Design hdmi_mode_switch_controller, sky130hd; sources not shown.
==> images/m1.png <==
Scale: 3 px per µm.
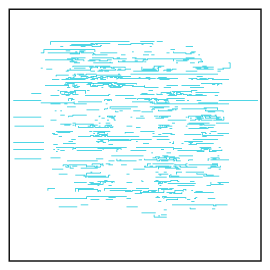
wire length on this layer: 1950 µm
longest straight run: 29.0 µm
share of all routed wire: 47%
main direction: horizontal
met1 usage: 0.156
DR vias: 1623
final WL: 4200 µm

==> images/ff_map.png <==
Scale: 6 px per µm.
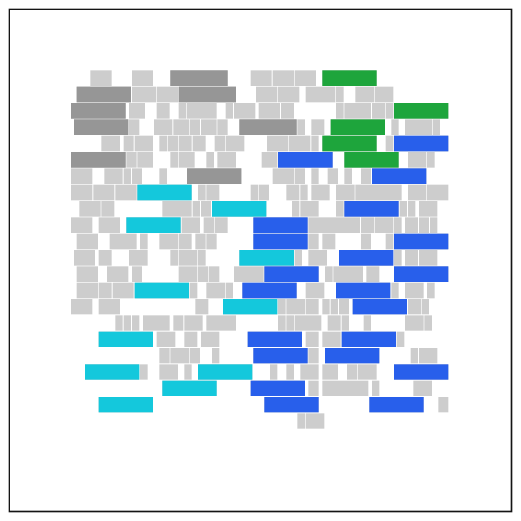
[cyan] `mis_cnt` | placed flops: 11
[green] `cyc_cnt` | placed flops: 5
[blue] `to_cnt` | placed flops: 21
not coloured: 8
FF/Latch Area: 1130 µm²
seq pwr: 0.368 mW
Finished Core Util: 0.664
flop share of the area: 0.432

==> images/gates.png <==
Scale: 3 px per µm.
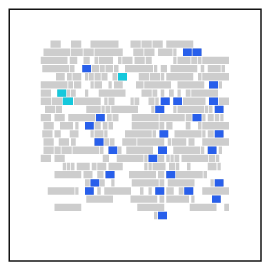
[cyan] non-inverting ao/oa cells | cells: 3
[blue] xor and xnor cells | cells: 28
Comb area share: 0.389
Final Non-Filler Cells: 298
most frequent logic cell in the layout: dfrtp_1

==> images/closeup.png <==
Region (50, 50) to (75, 75) µm. Cells in grey, sequential cells in the stronger grey; small squares are vias.
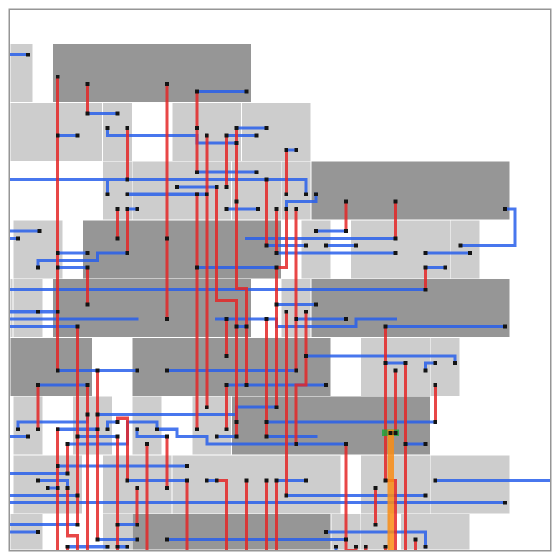
[orange] M4
[blue] M1
[red] M2
[green] M3
sequential cells in the window: 8
cells with their middle in the window: 37
most frequent: nor2_1 (8), dfrtp_1 (8), xor2_1 (4)

==> out/qor.csv <==
metric,value,unit
status,completed,
crit_slowest_cell,clkdlybuf4s50_1,
gp_congestion,0.792,
synth_top_flop_cell,dfrtp_1,
wl_per_cell,14.1,µm
p_per_area,238,nW/µm²
area_delta_synth_final,18.1,%
drc,0,
synth.largest_area_cell,dfrtp_1,
fp_util,0.562,
clk_pin_slew_worst_paths,0.08,ns
logic_area,1020,µm²
seq_power_share,0.589,
setup_viol,0,
post_cts_buffers,0,
slew_headroom,0.336,
synth_adder_area_share,0.0282,
hold_viol_final,0,
fin_setup_tns,0,ns
cp.arrival,1.95,ns
nets,279,
synth_cell_types,39,
ant_nets,0,
die_w,83.5,µm
period_used_share,0.491,
crit_fanout,2,
cts_hold_buf,0,
top_cells_by_count,"dfrtp_1 (42), nor2_1 (38), xor2_1 (19)",
largestClassByArea,flip-flops and latches,
rows,23,
crit_path_start_kind,register,
synthTopLogicFamily,simple AND/OR/NAND/NOR gates,
path_depth,1,
mux_share,0.00508,
multi_input_comb_cells,159,
top_usage_layer,met2,
first_pass_iters,4,
clkCellAreaFrac,0.0330,
netlist_area,2210,µm²
clock_skew,0.00366,ns
dr_wl_met3,194,µm
port_buffers,29,
route.met2.wl,1970,µm
top_cell_area_share,0.475,
leakagePower,1.12,nW
endpoint_kind,output port,
reg2reg_slack,2.78,ns
fp_nets,249,
power.internal,0.495,mW
top_layer_used,met4,
hold_class,input port to async pin,
cp_num_buf_inv,1,
clock_sinks,45,
clockPowerShare,0.357,
top_cells_by_area,"dfrtp_1 (47%), xor2_1 (7.5%), nor2_1 (6.4%)",
hpwl,3180,µm
worstPathRequired,4.50,ns
compound_area_frac,0.0588,
ir_drop,0.177,mV
grt_util_met3,0.0459,
sw_frac_of_total,0.207,
final_max_slew_viol_count,0,
antennaDiodeCount,0,
inverters,7,
grt_pass1_vias,1668,
clk_latency,0.29,ns
grt_usage,0.130,
globalRouteOverflowTotal,0,
No activity file was given, so power comes from the tool's default toggle rates.
